File: src/rtl/memory_stage.sv
// Memory stage of the RV32 pipeline: byte/half/word loads and stores against internal data memory, write-back select, MEM/WB register.
// Latency: memfwd is combinational; regwritew/rdw/resultw one cycle after inputs; store visible to a load in the next cycle.
// Backpressure: none; the stage accepts one instruction every cycle, bubbles arrive as regwritem=0.
module memory_stage #(
    parameter int DEPTH  = 64,
    parameter int ADDR_W = 6
) (
    input  logic        clk,
    input  logic        reset,
    input  logic        regwritem,
    input  logic        memwritem,
    input  logic [1:0]  resultsrcm,
    input  logic [2:0]  funct3m,
    input  logic [31:0] solm,
    input  logic [31:0] regdatam,
    input  logic [4:0]  rdm,
    input  logic [4:0]  nxtaddm,
    output logic [31:0] memfwd,
    output logic        regwritew,
    output logic [4:0]  rdw,
    output logic [31:0] resultw,
    output logic        misalign_err
);

    logic [31:0]       mem [DEPTH];

    logic [ADDR_W-1:0] word_idx;
    logic [1:0]        lane;
    logic              is_byte;
    logic              is_half;
    logic              is_load;
    logic              access_active;
    logic              misaligned;
    logic              store_en;
    logic [31:0]       rd_word;
    logic [31:0]       rd_shift;
    logic [31:0]       wr_data;
    logic [31:0]       wr_mask;
    logic [31:0]       load_data;
    logic [31:0]       result_sel;

    // Upper address bits are dropped so the address space wraps modulo DEPTH words.
    assign word_idx = solm[ADDR_W+1:2];
    assign lane     = solm[1:0];

    // Size comes from funct3[1:0]; 01x and 11x encodings all fall through to word.
    assign is_byte = (funct3m[1:0] == 2'b00);
    assign is_half = (funct3m[1:0] == 2'b01);
    assign is_load = (resultsrcm == 2'b01);

    assign access_active = memwritem | is_load;
    assign misaligned    = access_active &
                           ((is_half & solm[0]) |
                            (!is_byte && !is_half && (solm[1:0] != 2'b00)));
    assign store_en      = memwritem & ~misaligned;

    assign memfwd   = solm;
    assign rd_word  = mem[word_idx];
    assign rd_shift = rd_word >> {lane, 3'b000};

    // Replicate store data across lanes and build the lane mask for the access size.
    always_comb begin
        wr_data = regdatam;
        wr_mask = 32'hFFFF_FFFF;
        if (is_byte) begin
            wr_data = {4{regdatam[7:0]}};
            wr_mask = 32'h0000_00FF << {lane, 3'b000};
        end else if (is_half) begin
            wr_data = {2{regdatam[15:0]}};
            wr_mask = 32'h0000_FFFF << {solm[1], 4'b0000};
        end
    end

    // Extract the addressed byte/halfword and extend; misaligned loads return zero.
    always_comb begin
        load_data = rd_word;
        if (is_byte) begin
            load_data = {{24{rd_shift[7] & ~funct3m[2]}}, rd_shift[7:0]};
        end else if (is_half) begin
            load_data = {{16{rd_shift[15] & ~funct3m[2]}}, rd_shift[15:0]};
        end
        if (misaligned) begin
            load_data = 32'h0000_0000;
        end
    end

    // Write-back source select.
    always_comb begin
        case (resultsrcm)
            2'b01:   result_sel = load_data;
            2'b10:   result_sel = {27'b0, nxtaddm};
            default: result_sel = solm;
        endcase
    end

    // Data memory: cleared by reset, masked lane write on aligned stores.
    always_ff @(posedge clk or posedge reset) begin
        if (reset) begin
            for (int i = 0; i < DEPTH; i++) begin
                mem[i] <= 32'h0000_0000;
            end
        end else if (store_en) begin
            mem[word_idx] <= (rd_word & ~wr_mask) | (wr_data & wr_mask);
        end
    end

    // MEM/WB register, loaded every cycle.
    always_ff @(posedge clk or posedge reset) begin
        if (reset) begin
            regwritew <= 1'b0;
            rdw       <= 5'd0;
            resultw   <= 32'h0000_0000;
        end else begin
            regwritew <= regwritem;
            rdw       <= rdm;
            resultw   <= result_sel;
        end
    end

    // Sticky misalignment flag, cleared only by reset.
    always_ff @(posedge clk or posedge reset) begin
        if (reset) begin
            misalign_err <= 1'b0;
        end else if (misaligned) begin
            misalign_err <= 1'b1;
        end
    end

endmodule
File: config.mk
export PLATFORM = sky130hd
export DESIGN_NAME = memory_stage
export DESIGN_NICKNAME = d
export VERILOG_FILES = /design/src/rtl/memory_stage.sv
export SDC_FILE = /design/constraint.sdc
export NUM_CORES = 2
export LEC_CHECK = 0
export CAP_MARGIN = 20
export CORE_ASPECT_RATIO = 0.9
export CORE_MARGIN = 4
export CORE_UTILIZATION = 56
export DETAILED_ROUTE_END_ITERATION = 12
export PLACE_DENSITY = 0.72
export SKIP_LAST_GASP = 1
export SYNTH_ARGS = -nofsm -noshare
export SYNTH_HDL_FRONTEND = slang
export SYNTH_SLANG_ARGS = --single-unit
File: constraint.sdc
create_clock -name clk -period 77.8 [get_ports clk]
set_clock_uncertainty 0.05 [all_clocks]
set_input_delay 15.56 -clock clk [delete_from_list [all_inputs] [get_ports clk]]
set_output_delay 15.56 -clock clk [all_outputs]
set_load 0.005 [all_outputs]
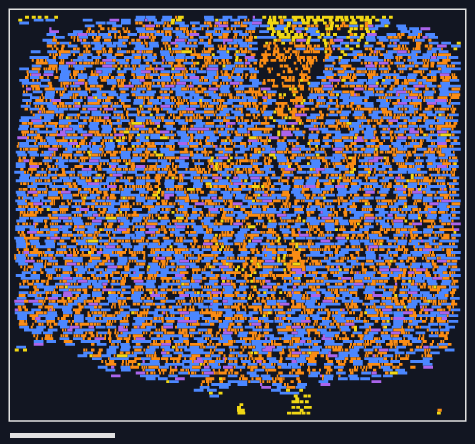
Figure 1: cells coloured by class.
Bar = 100 µm.
legend:
  blue:
    class: sequential cells
    cells: 2,087
  yellow:
    class: remaining buffers and delay cells
    cells: 374
  purple:
    class: clock drivers and dummy loads
    cells: 352
  orange:
    class: combinational and other logic
    cells: 6,140
Core Region: 160,000 µm²
sequential share of cell area: 0.5242

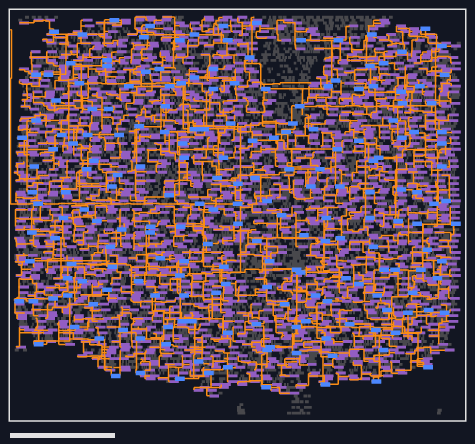
Figure 2: routed clock nets over the placement.
Bar = 100 µm.
legend:
  blue:
    item: clock drivers
    count: 201
  purple:
    item: flip-flops
    count: 2,087
  orange:
    item: clock wires
    length: 23.7 mm
routed clock nets: 202
power in the clock group: 970 µW
Insertion Delay late pin: 0.86 ns

==> worst reg2reg max path, cell delays in order, from the launching register on <==
cell and delay (ns):
dfrtp_1 0.38, mux2i_1 0.13, o22ai_1 0.11, nor3_1 0.39, o22ai_1 0.49, nor4b_1 1.04, nand4_1 1.10, a21oi_4 1.01
buf_4 0.57, o21ai_0 0.22
==> synthesized netlist by cell type (7+ instances only) <==
library cell and count:
a41oi_1 18, mux4_2 90, o22a_1 8, buf_4 51
nor2_1 159, buf_2 103, clkbuf_1 677, nor3_1 17
a21oi_2 10, nor4_1 8, o22ai_1 70, dfrtp_1 2087
clkbuf_2 12, a21oi_1 150, o21a_1 9, mux2_2 147
nand2_1 2232, a211o_1 13, nor2b_1 11, a22o_1 53
buf_1 48, a221o_1 40, a22oi_1 308, mux2i_1 217
o21ai_0 2147, o221ai_1 16, nand3_1 19, nand4_1 24
a221oi_1 173, buf_6 24, a222oi_1 14, and2_1 8
o2bb2ai_1 8, nand2b_1 9, nor4_2 7, a31oi_1 34
a32oi_1 8, a211oi_1 9
==> cell usage in the layout (no fill, tap or decap), drive strengths merged, types with 17 or more instances in the layout <==
cell type,n
o21ai,2156
a31oi,34
nand3,19
a41oi,18
a22o,54
clkdlybuf4s50,149
a221oi,176
diode,17
mux2i,217
a221o,40
nand2,2232
buf,223
mux4,90
a22oi,309
nor3,17
a21oi,160
nand4,24
clkbuf,317
dfrtp,2087
mux2,151
o22ai,70
clkinv,28
nor2,159
==> stage by stage <==
stage                     setup WS, ns  area (µm²)  power, µW
final                            44.97       99620       2440
after detailed placement         44.99       92870       1476
after CTS                        44.99       99340       2432
after global routing             44.92       99590       2516
after floorplan                  3.235       90360       1379
after global placement           45.01       92850       1464
==> ds_physical_params.txt <==
Physical design parameters

Parameter                              Value

Status
  Status .................. finished, final reports clean

Power and ir drop
  Internal .................. 1787 µW
  Leakage power figure .................. 0.04402 µW
  Power dissipated in sequential cells .................. 1210 µW
  Proportion of power drawn by combinational gates .................. 0.108
  Switching portion of total power .................. 0.2675
  Cell Pwr Density .................. around 24 nW/µm²
  Clock network power share .................. 0.398
  Leading power group .................. registers
  Combinational-cell power consumption .................. 263 µW
  Register share of total power .................. 0.495
  Peak ir drop on the vdd network .................. about 0.000027 V
  Psw .................. 652.7 µW

Synthesis
  Number of enable-type register cells in the synthesized netlist .................. 0
  Number of nets at floorplan .................. about 9,200
  Arithmetic-cell share of the synthesized area counting full adders, half adders and majority gates .................. 0.0002769
  Syn Inst Count .................. 9,142
  Tally of yosys warning messages .................. 0
  Mux frac, synth .................. 0.06533
  Area of the mapped netlist .................. 90,360 µm²
  Synth area leader .................. dfrtp_1
  Async S/R FF share, synth .................. 1.000
  Area share of the largest cell type after synthesis .................. 0.5780
  Seq/Total Area, Yosys .................. 0.5780
  Synthesized-area fraction occupied by and/or/nand/nor cells .................. 0.1108
  Top_reg_cell synth .................. dfrtp_1
  Post-synthesis share of cell area spent on xor and xnor gates .................. 0
  Yosys aoi share .................. 0.2016
  Count of state elements after synthesis .................. 2,087
  Post-Synthesis Mean Instance Area .................. between 9 and 10 µm²
  Chip area in the Yosys report .................. 90,360 µm²
  Largest family of logic cells by area .................. AND-OR/OR-AND gates

Floorplanning
  Core utilization before placement .................. 0.5647
  Width of the die .................. 431.4 µm
  Chip height .................. 389.1 µm
  Die area .................. between 150,000 and 200,000 µm²
  I/O pin cnt .................. around 150
  Number of tap cells added at floorplan .................. 2,115

Placement
  GP Congestion .................. 0.9753
  Cells after DPL .................. ~11,000
  Placed wire-length estimate after detailed placement .................. 191.5 mm
  Buffers on Ports .................. roughly 150

Route
  Final wirelength .................. 323.5 mm
  Highest layer used for signal routing .................. met5
  Number of violations reported at the end of detailed-routing iteration 0 .................. 9,517
  Ratio of routed vias to standard cells .................. 6.616
  Wire length the detailed router placed on met1 .................. 120.9 mm
  Met3 Wirelength .................. roughly 44 mm
  Routed via count .................. 73,340
  Met2 WL .................. 135.6 mm
  First-pass detailed-route iteration total .................. 9
  Routed wire per std cell .................. between 20 and 30 µm
  Antenna-violating nets left .................. 0
  DRC violation count after routing .................. 0

Clock network
  Number of clock sinks .................. approximately 2,100
  CTS max path bufs .................. 3
  CTS tree .................. built
  CTS hold repair buffers .................. 0
  Master cell of the clock root buffer .................. clkbuf_16
  Clock transition at the registers of the reported paths .................. 0.06 ns
  Total CTS buffers .................. 201
  Setup Buffers After CTS .................. 0
  H-Tree Level Count .................. 4

Global route
  Met1 capacity usage during global routing .................. 0.5086
  Via count of the first global-routing pass .................. 70,280
  Gr ovfl total .................. 0
  Met2 Track Usage GR .................. 0.5507
  Maximum number of pins on one net before global-route repair .................. 177
  GRT Resource Usage Total .................. 0.3846
  First-pass GRT wire length .................. 474.6 mm
  Met3 Use GR .................. 0.1346
  Antenna violations before repair .................. 27

Critical path
  Series of cell instances along the critical path .................. clkdlybuf4s50_1 > clkdlybuf4s50_1
  CP required .................. 62.19 ns
  Capture point of the worst reg-to-reg path .................. mem[1716]
  Stages on worst setup path .................. 2
  Number of cells on the worst reg-to-reg path .................. 9
  Launch instance of the worst register-to-register path .................. mem[1940]
  Endpoint kind of the worst setup timing path .................. primary output
  Critical Path Sink .................. memfwd[7]
  R2R setup slack .................. 72.14 ns
  Buffers and inverters on the worst path .................. 2
  Slowest CP cell .................. clkdlybuf4s50_1
  CP max stage delay .................. 1.01 ns
  Cell repeated most along the worst path .................. clkdlybuf4s50_1
  Critical Path Source .................. solm[7]
  Gate family responsible for the most delay along the worst path .................. buffers and inverters
  Type of element launching the critical path .................. primary input
  Worst-path fanout max .................. 20
  Type of the worst setup path .................. in2out
  Worst Path Arrival .................. 17.22 ns

Cells and area
  Number of standard cells in the layout, taps in and fillers out .................. about 11,000
  Cell group occupying the most layout area .................. sequential cells
  Diode count .................. 17
  Area occupied by multi-input gates .................. about 35,000 µm²
  Share of final-layout standard cells stronger than drive strength 1 .................. 0.1003
  Util after Layout .................. 0.6226
  Comb gates .................. 6,133
  Biggest registers after layout .................. mem (2048), resultw (32), rdw (5)
  Portion of the layout cell area used by clock cells .................. 0.06489
  Comb/total area .................. 0.3489
  Flop Count .................. 2,087
  Clock buf count .................. 315
  Largest register FFs .................. 2,048
  Inverters, non-clock .................. 7
  Most flop-heavy register .................. mem
  Number of nets in the finished design .................. 8,889
  Relative area of non-clock buffer cells in the final design .................. 0.03460
  Buffer count excluding the clock tree in the final layout .................. 374
  Area growth from synthesis to layout .................. 10.26%
  Number of fill cells in the layout .................. between 10,000 and 15,000

Worst hold path
  End point of the most critical hold path .................. mem[906]
  Worst Hold Class .................. reg2reg
  Worst hold start .................. mem[906]
  Depth of the worst hold-timing path .................. 2

Final timing
  Fin Setup TNS .................. 0 ns
  Hold Fails Final Rpt .................. 0
  Unrepaired setup endpoints after global routing .................. no
  Final Cycle Share .................. 0.4220
  Final critical delay including setup and external delays .................. 32.83 ns
  Highest achievable clock rate .................. 30.46 MHz
  Relative slew slack .................. 0.005301
  Number of max-slew violations in the final report .................. 0
  Number of setup violations in the final report .................. 0
  Measured slew at the worst slew-check pin .................. 1.492 ns
  Final Hold Slack .................. 0.4243 ns

Run
  Max-cap check violation count .................. 0
  Number of warning messages in the logs .................. 36
No activity file was given, so power comes from the tool's default toggle rates.
